### config.mk
export PLATFORM = sky130hd
export DESIGN_NAME = serial_msg_receiver
export DESIGN_NICKNAME = d
export VERILOG_FILES = /design/src/rtl/serial_msg_receiver_pkg.sv /design/src/rtl/msg_word_fifo.sv /design/src/rtl/serial_msg_receiver.sv
export SDC_FILE = /design/constraint.sdc
export NUM_CORES = 1
export LEC_CHECK = 0
export CAP_MARGIN = 20
export CORE_ASPECT_RATIO = 1.25
export CORE_UTILIZATION = 63
export CTS_BUF_LIST = sky130_fd_sc_hd__clkbuf_2
export DETAILED_ROUTE_END_ITERATION = 6
export GPL_TIMING_DRIVEN = 0
export HOLD_SLACK_MARGIN = 0.08
export PLACE_DENSITY = 0.87
export SETUP_SLACK_MARGIN = 0.05
export SYNTH_ARGS = -nofsm -noshare
export SYNTH_HDL_FRONTEND = slang
export SYNTH_SLANG_ARGS = --single-unit
### constraint.sdc
create_clock -name clk -period 7.9 [get_ports clk]
set_input_delay 1.185 -clock clk [delete_from_list [all_inputs] [get_ports clk]]
set_output_delay 1.185 -clock clk [all_outputs]
set_load 0.02 [all_outputs]
### src/rtl/serial_msg_receiver_pkg.sv
// ---------------------------------------------------------------------------
// serial_msg_receiver_pkg
//   Shared types and constants for the serial message receiver and its word
//   FIFO: receiver FSM state encoding, default baud/FIFO sizing, and the
//   word/byte geometry used for little-endian word assembly.
// ---------------------------------------------------------------------------
package serial_msg_receiver_pkg;

    typedef enum logic [1:0] {
        IDLE  = 2'd0,
        START = 2'd1,
        DATA  = 2'd2,
        STOP  = 2'd3
    } rx_state_e;

    // 50 MHz clock / 115200 baud
    localparam int CLKS_PER_BIT_DEF = 434;
    localparam int FIFO_DEPTH_DEF   = 4;

    localparam int WORD_W          = 32;
    localparam int BYTES_PER_WORD  = 4;
    localparam int BYTE_IDX_W      = $clog2(BYTES_PER_WORD);

endpackage

### src/rtl/msg_word_fifo.sv
// ---------------------------------------------------------------------------
// msg_word_fifo
//   Synchronous first-word fall-through FIFO of WIDTH-bit words.
//   Ports:
//     clk, n_reset   - clock (rising edge), asynchronous active-low reset
//     push/push_data - write strobe and word
//     pop            - read strobe, advances the head (ignored when empty)
//     full, empty    - occupancy status
//     count          - number of stored words (0..DEPTH)
//     head_data      - current head word, all zeros when empty
//   A push while full is accepted only if a pop happens in the same cycle.
//   DEPTH must be a power of two (>= 2) so the pointers wrap naturally.
// ---------------------------------------------------------------------------
module msg_word_fifo
    import serial_msg_receiver_pkg::*;
#(
    parameter  int WIDTH = WORD_W,
    parameter  int DEPTH = FIFO_DEPTH_DEF,
    localparam int PTR_W = $clog2(DEPTH),
    localparam int CNT_W = PTR_W + 1
) (
    input  logic             clk,
    input  logic             n_reset,
    input  logic             push,
    input  logic [WIDTH-1:0] push_data,
    input  logic             pop,
    output logic             full,
    output logic             empty,
    output logic [CNT_W-1:0] count,
    output logic [WIDTH-1:0] head_data
);

    logic [WIDTH-1:0] mem_q [DEPTH];

    logic [PTR_W-1:0] wr_ptr_q, wr_ptr_d;
    logic [PTR_W-1:0] rd_ptr_q, rd_ptr_d;
    logic [CNT_W-1:0] count_q,  count_d;
    logic             do_push, do_pop;

    always_comb begin
        do_pop   = pop && (count_q != '0);
        // When full, a push only fits if the head leaves on the same edge.
        do_push  = push && ((count_q != CNT_W'(DEPTH)) || do_pop);
        wr_ptr_d = wr_ptr_q;
        rd_ptr_d = rd_ptr_q;
        count_d  = count_q;
        if (do_push) begin
            wr_ptr_d = wr_ptr_q + 1'b1;
        end
        if (do_pop) begin
            rd_ptr_d = rd_ptr_q + 1'b1;
        end
        case ({do_push, do_pop})
            2'b10:   count_d = count_q + 1'b1;
            2'b01:   count_d = count_q - 1'b1;
            default: count_d = count_q;
        endcase
    end

    always_ff @(posedge clk or negedge n_reset) begin
        if (!n_reset) begin
            wr_ptr_q <= '0;
            rd_ptr_q <= '0;
            count_q  <= '0;
        end else begin
            wr_ptr_q <= wr_ptr_d;
            rd_ptr_q <= rd_ptr_d;
            count_q  <= count_d;
        end
    end

    // Storage is not reset; the empty gating below hides stale contents.
    always_ff @(posedge clk) begin
        if (do_push) begin
            mem_q[wr_ptr_q] <= push_data;
        end
    end

    assign empty     = (count_q == '0);
    assign full      = (count_q == CNT_W'(DEPTH));
    assign count     = count_q;
    assign head_data = empty ? '0 : mem_q[rd_ptr_q];

endmodule

### src/rtl/serial_msg_receiver.sv
// ---------------------------------------------------------------------------
// serial_msg_receiver
//   8N1 UART receiver that assembles four accepted bytes (little-endian) into
//   32-bit words and queues them in a first-word fall-through FIFO.
//   Ports:
//     clk        - single clock, rising edge
//     n_reset    - asynchronous active-low reset
//     rx_serial  - asynchronous serial line, idle high, LSB first
//     receive    - pop strobe, one word per high cycle
//     clear_err  - clears the sticky overrun / frame_err flags
//     msg_data   - FIFO head word (zero when empty)
//     msg_valid  - FIFO non-empty
//     msg_count  - number of stored words
//     overrun    - sticky: a complete word was dropped (FIFO full)
//     frame_err  - sticky: a stop bit was sampled low
//     busy       - receiver FSM is not idle
// ---------------------------------------------------------------------------
module serial_msg_receiver
    import serial_msg_receiver_pkg::*;
#(
    parameter  int CLKS_PER_BIT = CLKS_PER_BIT_DEF,
    parameter  int FIFO_DEPTH   = FIFO_DEPTH_DEF,
    localparam int CNT_W        = $clog2(FIFO_DEPTH) + 1
) (
    input  logic              clk,
    input  logic              n_reset,
    input  logic              rx_serial,
    input  logic              receive,
    input  logic              clear_err,
    output logic [WORD_W-1:0] msg_data,
    output logic              msg_valid,
    output logic [CNT_W-1:0]  msg_count,
    output logic              overrun,
    output logic              frame_err,
    output logic              busy
);

    localparam int                BAUD_W   = $clog2(CLKS_PER_BIT);
    localparam logic [BAUD_W-1:0] BIT_LAST  = BAUD_W'(CLKS_PER_BIT - 1);
    localparam logic [BAUD_W-1:0] HALF_LAST = BAUD_W'(CLKS_PER_BIT / 2 - 1);

    logic [1:0]            sync_q, sync_d;
    rx_state_e             state_q, state_d;
    logic                  armed_q, armed_d;
    logic [BAUD_W-1:0]     baud_q, baud_d;
    logic [2:0]            bit_cnt_q, bit_cnt_d;
    logic [7:0]            shift_q, shift_d;
    logic [BYTE_IDX_W-1:0] byte_idx_q, byte_idx_d;
    logic [WORD_W-1:0]     word_q, word_d;
    logic                  overrun_q, overrun_d;
    logic                  frame_err_q, frame_err_d;

    logic              rx_s;
    logic              push;
    logic [WORD_W-1:0] push_word;
    logic              frame_set;
    logic              overrun_set;
    logic              fifo_full;
    logic              fifo_empty;

    // Two-flop synchronizer; rx_s is the only view of the line used below.
    assign sync_d = {sync_q[0], rx_serial};
    assign rx_s   = sync_q[1];

    always_comb begin
        state_d    = state_q;
        armed_d    = armed_q;
        baud_d     = baud_q;
        bit_cnt_d  = bit_cnt_q;
        shift_d    = shift_q;
        byte_idx_d = byte_idx_q;
        word_d     = word_q;
        push       = 1'b0;
        push_word  = word_q;
        frame_set  = 1'b0;

        case (state_q)
            IDLE: begin
                baud_d = '0;
                // armed_q records that the line was seen high while idle, so
                // a line stuck low cannot retrigger frames.
                if (rx_s) begin
                    armed_d = 1'b1;
                end else if (armed_q) begin
                    armed_d   = 1'b0;
                    bit_cnt_d = '0;
                    state_d   = START;
                end
            end

            START: begin
                if (baud_q == HALF_LAST) begin
                    baud_d  = '0;
                    // High at mid start bit: glitch, drop silently.
                    state_d = rx_s ? IDLE : DATA;
                end else begin
                    baud_d = baud_q + 1'b1;
                end
            end

            DATA: begin
                if (baud_q == BIT_LAST) begin
                    baud_d    = '0;
                    shift_d   = {rx_s, shift_q[7:1]};
                    bit_cnt_d = bit_cnt_q + 1'b1;
                    if (bit_cnt_q == 3'd7) begin
                        state_d = STOP;
                    end
                end else begin
                    baud_d = baud_q + 1'b1;
                end
            end

            STOP: begin
                if (baud_q == BIT_LAST) begin
                    baud_d  = '0;
                    state_d = IDLE;
                    if (rx_s) begin
                        word_d[{byte_idx_q, 3'b000} +: 8] = shift_q;
                        if (byte_idx_q == BYTE_IDX_W'(BYTES_PER_WORD - 1)) begin
                            // Word complete: push on this same edge.
                            push       = 1'b1;
                            push_word  = word_d;
                            byte_idx_d = '0;
                        end else begin
                            byte_idx_d = byte_idx_q + 1'b1;
                        end
                    end else begin
                        // Bad stop bit also throws away the partial word.
                        frame_set  = 1'b1;
                        byte_idx_d = '0;
                    end
                end else begin
                    baud_d = baud_q + 1'b1;
                end
            end

            default: state_d = IDLE;
        endcase
    end

    // Mirrors the FIFO's drop condition: full and no pop this cycle.
    assign overrun_set = push && fifo_full && !receive;

    // Set wins over clear when both happen in the same cycle.
    always_comb begin
        overrun_d   = overrun_set ? 1'b1 : (clear_err ? 1'b0 : overrun_q);
        frame_err_d = frame_set   ? 1'b1 : (clear_err ? 1'b0 : frame_err_q);
    end

    always_ff @(posedge clk or negedge n_reset) begin
        if (!n_reset) begin
            sync_q      <= 2'b11;
            state_q     <= IDLE;
            armed_q     <= 1'b0;
            baud_q      <= '0;
            bit_cnt_q   <= '0;
            shift_q     <= '0;
            byte_idx_q  <= '0;
            word_q      <= '0;
            overrun_q   <= 1'b0;
            frame_err_q <= 1'b0;
        end else begin
            sync_q      <= sync_d;
            state_q     <= state_d;
            armed_q     <= armed_d;
            baud_q      <= baud_d;
            bit_cnt_q   <= bit_cnt_d;
            shift_q     <= shift_d;
            byte_idx_q  <= byte_idx_d;
            word_q      <= word_d;
            overrun_q   <= overrun_d;
            frame_err_q <= frame_err_d;
        end
    end

    msg_word_fifo #(
        .WIDTH (WORD_W),
        .DEPTH (FIFO_DEPTH)
    ) u_fifo (
        .clk       (clk),
        .n_reset   (n_reset),
        .push      (push),
        .push_data (push_word),
        .pop       (receive),
        .full      (fifo_full),
        .empty     (fifo_empty),
        .count     (msg_count),
        .head_data (msg_data)
    );

    assign msg_valid = !fifo_empty;
    assign overrun   = overrun_q;
    assign frame_err = frame_err_q;
    assign busy      = (state_q != IDLE);

endmodule

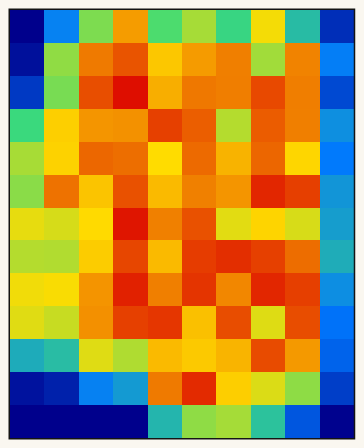
*Local utilization, run 1*
10 x 13 tiles, from dark blue (low) to red (high), 0 to 100% covered.
The densest ninth of the die: middle. The mean over all tiles is 66%. 4.6% of the tiles are nearly empty. The fullest tile reaches 98%. The emptiest ninth of the die: bottom left.
Core ar.: 0.0127 sq mm
Initial Util: 64.5%
Final Util: 71.4%

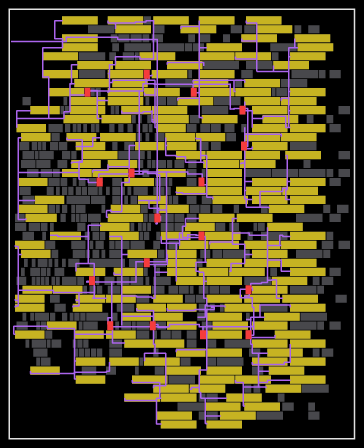
*Clock distribution, run 1*
Key: yellow = flip-flops [count 196]; purple = clock wires [length 1850 um]; red = cells driving clock nets [count 17]
Position of the flops: all over the die.
Clk pwr share: 28.8%
Clock Latency Late Sink: 0.73 ns

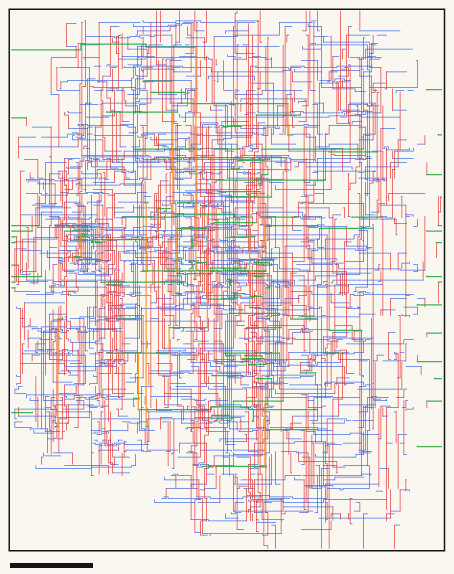
*Metal layers overlaid, run 1*
Bar = 20 um.
Key: green = met3 [wire length 841 um]; orange = met4 [wire length 292 um]; blue = met1 [wire length 6150 um]; red = met2 [wire length 7970 um]
final wirelength: 15300 um
routed len/inst: 20.0 um
gr usage total: 24.2%
Via Count: 4755

==> flow_metrics.env, run 1 <==
# yosys + openroad results
export IMPL_ioPinCount=44
export IMPL_hold_buffers=0
export IMPL_skew_ns=0.0327
export IMPL_top_cell_area_share_pct=46.8
export IMPL_io_buffers=43
export IMPL_synth_cells=519
export IMPL_post_synth_cell_area_avg_sq_um=15.8
export IMPL_grt_max_degree=69
export IMPL_cts_tree="built"
export IMPL_ir_drop_mv=0.147
export IMPL_grt_ovfl_total=0
export IMPL_ys_cells=519
export IMPL_chipArea_sq_mm=0.0135
export IMPL_maxCapViolations=0
export IMPL_worstPathRequired_ns=6.71
export IMPL_drtIter0Drc=393
export IMPL_syn_area_sq_mm=0.00821
export IMPL_clockBufferDepth=2
export IMPL_postCtsSetupBuffers=0
export IMPL_yosysWarnings=0
export IMPL_layout_nets=601
export IMPL_syn_num_nets=539
export IMPL_crit_path_end_kind="primary output"
export IMPL_ys_types=49
export IMPL_die_width_um=104
export IMPL_cts_sinks=196
export IMPL_reg2reg_slack_ns=5.11
export IMPL_period_used_pct=54.2
export IMPL_final_cell_mix="128 x edfxtp_1, 66 x dfrtp_1, 46 x a22o_1"
export IMPL_outcome="finished clean"
export IMPL_fin_crit_ns=4.29
export IMPL_leakagePower_nw=3.74
export IMPL_grt_pass1_vias=4690
export IMPL_place_inst=730
export IMPL_cp_max_fo=10
export IMPL_fill_cells=789
export IMPL_fmax_mhz=233
export IMPL_worstMarginPinSlew_ns=1.01
export IMPL_layout_cells_non_filler=763
export IMPL_hold_path_class="reg2reg"
export IMPL_setup_viol=0
export IMPL_power_density_mw_per_mm2=180
export IMPL_post_cts_resized=0
export IMPL_yosysTopAreaCell="edfxtp_1"
export IMPL_ys_seq_share_pct=67.6
export IMPL_dieHeight_um=130
export IMPL_warning_count=35
export IMPL_pre_cts_ws_ns=4.40
export IMPL_cts_made_buffers=17
export IMPL_cts_root_buf="clkbuf_2"
export IMPL_hold_viol_final=0
export IMPL_setup_ws_ns=3.61
export IMPL_dp_final_hpwl_um=9970
export IMPL_relSlewSlack_pct=32.0
export IMPL_rsz0062_at_grt="no"
export IMPL_yosys_stat_area_sq_mm=0.00821
export IMPL_area_growth_pct=10.6
export IMPL_viasPerCell=6.23
export IMPL_drive_above_1_share_pct=16.8
export IMPL_cp_data_arrival_time_ns=3.10
export IMPL_slew_viol_final=0
export IMPL_path_clk_slew_ns=0.25
export IMPL_ff_latch_area_sq_mm=0.00555
export IMPL_row_count=46
export IMPL_drc=0
export IMPL_antenna_found_initial=1
export IMPL_critPathKind="reg2out"
export IMPL_timing_hold_ws_ns=0.365
export IMPL_lay_top_count="edfxtp_1"
export IMPL_drt_pre_antenna_iters=6
export IMPL_cp_start_kind="flop"
export IMPL_synth_ff_latch_count=196
export IMPL_tns_ns=0
export IMPL_grt_first_pass_wirelength_um=24400
export IMPL_ys_top_cells_by_area="edfxtp_1 47%, dfrtp_1 20%, mux4_2 8.8%, a22o_1 4.9%, and2_1 2.6%"
export IMPL_h_tree_depth=4
export IMPL_antenna_left=0
export IMPL_globalplace_congestion=0.819
export IMPL_final_comb_area_sq_mm=0.00248
[run 1: state kept, by name (all words and copies together) (netlist names), named ones only]
name,flops
u_fifo.mem_q,128
word_q,32
baud_q,9
shift_q,8
bit_cnt_q,3
u_fifo.count,3
byte_idx_q,2
sync_q,2
u_fifo.rd_ptr_q,2
u_fifo.wr_ptr_q,2
armed_q,1
frame_err,1
overrun,1
state_q,1
[run 1: synth_stat cells (all sizes together)]
master / count
xor2: 2
mux4: 32
edfxtp: 128
and4b: 1
o31a: 1
nand2: 41
o31ai: 2
a21oi: 2
a31oi: 3
o22ai: 2
o21bai: 1
and3: 8
a22o: 46
or3: 1
buf: 15
and4: 1
nand4: 3
inv: 16
a21o: 1
dfstp: 2
nor3: 3
ha: 14
and2: 34
nor3b: 1
o311ai: 1
dfrtp: 66
or4b: 1
mux2: 10
nand3: 23
fa: 1
and4bb: 1
nor4b: 1
clkbuf: 10
nor2b: 2
o21ai: 7
nor2: 24
nand2b: 1
xnor2: 9
nor4: 2
[run 1: layout make-up]
| type | count | area share [%] |
|---|---|---|
| Inverter | 16 | 0.662 |
| Tap cell | 168 | 2.32 |
| Multi-Input combinational cell | 282 | 27.3 |
| Timing Repair Buffer | 43 | 4.71 |
| Buffer | 25 | 1.35 |
| Sequential cell | 196 | 61.1 |
| Antenna cell | 1 | 0.0276 |
| Clock buffer | 19 | 1.05 |
| Clock inverter | 13 | 1.45 |
[run 1: power by group]
| group | total (mW) | internal, mW | switching (mW) |
|---|---|---|---|
| clock network | 0.469 | 0.146 | 0.323 |
| logic | 0.0608 | 0.0213 | 0.0395 |
| registers | 1.10 | 1.09 | 0.00829 |
| total | 1.63 | 1.26 | 0.371 |
[run 1: layer usage]
layer | wire length (um) | share of wire (%) | vias to the layer above | GRT usage (%)
met4 | 291 | 1.9 | 0 | 8.82
met1 | 6150 | 40 | 2429 | 31.0
met5 | 0 | 0 | - | 0
met2 | 7970 | 52 | 209 | 41.8
li1 | - | - | 2083 | -
met3 | 840 | 5.5 | 34 | 4.93
[run 1: path summary, 6_finish.rpt]
check,cells past startpoint,endpoint,startpoint
min,0,sync_q[1],sync_q[0]
max reg2reg,7,u_fifo.mem_q[0][31],baud_q[1]
max,5,msg_data[27],u_fifo.rd_ptr_q[1]
min reg2reg,0,sync_q[1],sync_q[0]
min in group asynchronous,1,word_q[24],n_reset
max in group asynchronous,1,word_q[1],n_reset
[run 1: kinds of logic (layout without fill, tap and decap cells)]
logic type               after synthesis  in the layout  share of synthesized area, %
AND-OR/OR-AND                         66             66                          6.56
XOR/XNOR                              11             11                          1.17
adder cells (fa/ha/maj)               15             15                          2.38
buffers and inverters                 41            116                          2.23
flip-flops                           196            196                          67.6
multiplexers                          42             42                          10.2
other                                  0              1                             0
AND/OR/NAND/NOR                      148            148                          9.85
[run 1: critical path: stages, from the launching register on]
cell	delay (ns)
dfrtp_1	0.39
clkbuf_1	0.32
clkbuf_1	0.55
mux4_2	0.43
and2_1	0.17
clkdlybuf4s50_1	0.53
[run 1: through the flow]
step                      instance area (sq um)  total power, mW
final                                      9080             1.63
after global routing                       9080             1.68
after CTS                                  9070             1.63
after detailed placement                   8850             1.18
after global placement                     8850             1.18
after floorplan                            8210             1.16
### Track usage over the die, run 1

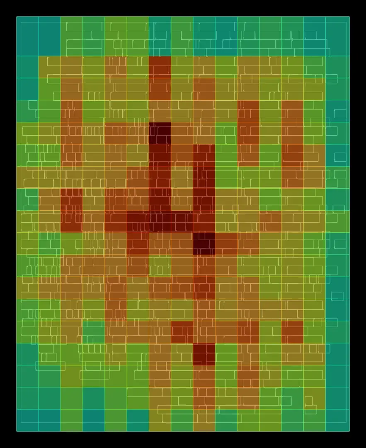

## Run 2: what changed since run 1
Settings changed: CORE_UTILIZATION 63 to 56, PLACE_DENSITY 0.87 to 0.82.
Clock period 7.9 ns to 3.7 ns, I/O delays scaled along.
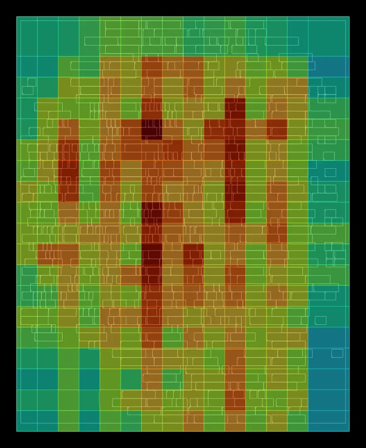
*Track usage over the die, run 2*
Final Util: 63.4%
gr usage total: 21.1%
gr busiest metal: met2

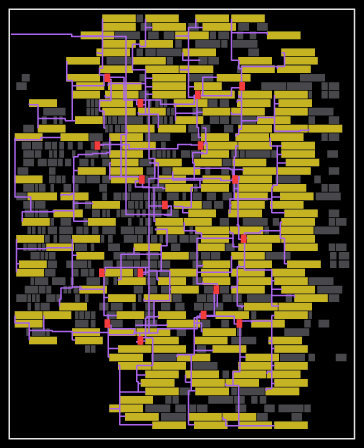
*Clock distribution, run 2*
Clk pwr share: 27.6%
clk pwr: 0.940 mW
Clock Latency Late Sink: 0.78 ns

==> flow_metrics.env, run 2 <==
# yosys + openroad results
export IMPL_ff_latch_area_sq_mm=0.00555
export IMPL_top_cell_area_share_pct=46.8
export IMPL_grt_first_pass_wirelength_um=23300
export IMPL_r2r_end="u_fifo.count[1]"
export IMPL_cp_start_kind="flop"
export IMPL_endpoint="msg_data[26]"
export IMPL_clockBufferDepth=2
export IMPL_worstPathRequired_ns=3.14
export IMPL_rsz0062_at_grt="no"
export IMPL_grt_max_degree=69
export IMPL_worstMarginPinSlew_ns=0.919
export IMPL_warning_count=36
export IMPL_maxCapViolations=0
export IMPL_drive_above_1_share_pct=17.6
export IMPL_cp_num_cells=5
export IMPL_ys_types=49
export IMPL_final_area_sq_mm=0.00909
export IMPL_synth_main_ff_cell="edfxtp_1"
export IMPL_cts_tree="built"
export IMPL_setup_ws_ns=0.246
export IMPL_skew_ns=0.0406
export IMPL_io_buffers=43
export IMPL_hold_viol_final=0
export IMPL_h_tree_depth=4
export IMPL_antenna_left=0
export IMPL_fin_crit_ns=3.45
export IMPL_layout_nets=602
export IMPL_aoi_share_pct=6.56
export IMPL_critPathLaunch="u_fifo.rd_ptr_q[0]"
export IMPL_wire_per_inst_um=19.0
export IMPL_ys_top_cells_by_area="edfxtp_1 47%, dfrtp_1 20%, mux4_2 8.8%, a22o_1 4.9%, and2_1 2.6%"
export IMPL_outcome="finished clean"
export IMPL_dpl_cell_area_sq_mm=0.00886
export IMPL_relSlewSlack_pct=38.7
export IMPL_fmax_mhz=290
export IMPL_synth_edff_count=128
export IMPL_ioPinCount=44
export IMPL_worst_path_buf_inv=3
export IMPL_simple_gate_share_pct=9.85
export IMPL_synth_cells=519
export IMPL_dp_final_hpwl_um=9530
export IMPL_common_cells="128 x edfxtp_1, 66 x dfrtp_1, 46 x a22o_1"
export IMPL_topCombFamilyByArea="multiplexers"
export IMPL_top_register="u_fifo.mem_q"
export IMPL_area_growth_pct=10.8
export IMPL_yosysTopAreaCell="edfxtp_1"
export IMPL_worst_r2r_cell_count=9
export IMPL_finalWirelength_um=14700
export IMPL_hold_path_class="in2reg"
export IMPL_grt_pass1_vias=4537
export IMPL_pre_cts_ws_ns=0.867
export IMPL_ys_cells=519
export IMPL_viasPerCell=5.94
export IMPL_crit_path_end_kind="primary output"
export IMPL_holdCritStartpoint="rx_serial"
export IMPL_setup_viol=0
export IMPL_worstPathCellList="buf_2 > buf_4 > mux4_2 > and2_1 > clkdlybuf4s50_1"
export IMPL_async_flop_share_pct=34.7
export IMPL_ir_drop_mv=0.277
export IMPL_chipArea_sq_mm=0.0151
export IMPL_drc=0
export IMPL_globalplace_congestion=0.833
export IMPL_power_density_mw_per_mm2=375
export IMPL_cts_root_buf="clkbuf_2"
export IMPL_cp_data_arrival_time_ns=2.90
export IMPL_timing_hold_ws_ns=0.133
export IMPL_postCtsSetupBuffers=0
export IMPL_final_comb_area_sq_mm=0.00248
export IMPL_drtIter0Drc=366
export IMPL_cp_top_family="buffers and inverters"
export IMPL_top_regs="u_fifo.mem_q x128, word_q x32, baud_q x9"
export IMPL_antenna_found_initial=1
export IMPL_row_count=49
export IMPL_syn_area_sq_mm=0.00821
export IMPL_cp_slowest_cell="mux4_2"
export IMPL_final_cell_mix="128 x edfxtp_1, 66 x dfrtp_1, 46 x a22o_1"
export IMPL_slew_viol_final=0
export IMPL_post_synth_cell_area_avg_sq_um=15.8
export IMPL_regToRegStartpoint="byte_idx_q[0]"
export IMPL_drt_pre_antenna_iters=5
export IMPL_syn_num_nets=539
export IMPL_ys_sh_adder_pct=2.38
export IMPL_synth_ff_latch_count=196
export IMPL_largest_register_ffs=128
export IMPL_dieHeight_um=137
export IMPL_critPathKind="reg2out"
export IMPL_xor_share_pct=1.17
export IMPL_reg2reg_slack_ns=0.89
export IMPL_grt_ovfl_total=0
export IMPL_yosys_stat_area_sq_mm=0.00821
export IMPL_cts_sinks=196
export IMPL_leakagePower_nw=3.75
export IMPL_fill_cells=1052
export IMPL_crit_path_max_incr_delay_ns=0.53
export IMPL_cts_made_buffers=17
export IMPL_most_common_cell="edfxtp_1"
export IMPL_yosysWarnings=0
export IMPL_ys_sh_mux_pct=10.2
export IMPL_vias=4597
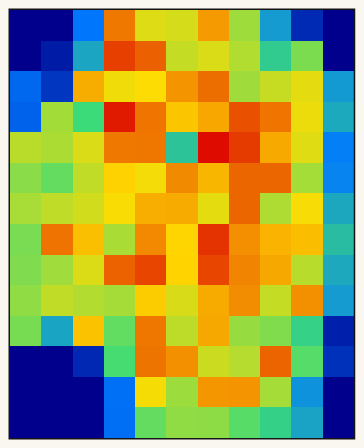
*Local utilization, run 2*
11 x 14 tiles, from dark blue (low) to red (high), 0 to 100% covered.
The fullest tile reaches 99%. The emptiest ninth of the die: bottom left. 9.7% of the tiles are nearly empty. 34% of the tiles are over 75% full. The mean over all tiles is 59%.
Core ar.: 0.0143 sq mm
Initial Util: 57.2%

## run 2: cell families (layout without fill, tap and decap cells)
family,Yosys count,count (layout)
XOR/XNOR,11,11
flip-flops,196,196
adder cells (fa/ha/maj),15,15
AND/OR/NAND/NOR,148,148
AND-OR/OR-AND,66,66
other,0,1
multiplexers,42,42
buffers and inverters,41,117
## run 2: worst min-delay path by stage
stage	cells after the start	endpoint	slack, ns
after global placement	0	sync_q[1]	0.35
after CTS	1	sync_q[0]	0.11
after global routing	1	sync_q[0]	0.11
after floorplan	0	async pin	0.26
final	1	sync_q[0]	0.13
after detailed placement	0	sync_q[1]	0.35
## run 2: metal layers
layer | track usage [%] | wire length, um | share of wire (%) | vias to the layer above
met5 | 0 | 0 | 0 | -
met4 | 6.80 | 190 | 1.3 | 0
met3 | 4.68 | 600 | 4.1 | 17
met2 | 36.2 | 7710 | 53 | 122
met1 | 26.8 | 6180 | 42 | 2361
li1 | - | - | - | 2097
## run 2: metrics by stage
step                instances  power (mW)  TNS (ns)  util (%)
finish                    774        3.41         0      63.4
global route              774        3.52         0      63.4
CTS                       773        3.43         0      63.3
detailed placement        740        2.52         0      61.8
global placement          740        2.51     -2.57      61.7
floorplan                 519        2.47         0         -
## run 2: power by group
group | internal, mW | switching [mW] | total (mW)
logic | 0.0447 | 0.0772 | 0.122
registers | 2.33 | 0.0169 | 2.35
clock network | 0.197 | 0.743 | 0.940
total | 2.57 | 0.837 | 3.41
## run 2: cell type report
type	count	area share [%]
flip-flops and latches	196	61.0
multi-input cells	282	27.3
repair buffers	45	4.87
well taps	178	2.45
plain buffers	24	1.43
clock inverters	15	1.31
clock buffers	17	0.936
inverters	16	0.661
diodes	1	0.0275
## run 2: timing repair
item	4_1_cts	5_1_grt
gates resized	1	10
hold buffers	1	0
setup endpoints to repair	9	30
hold endpoints to repair	66	0
No activity file was given, so power comes from the tool's default toggle rates.
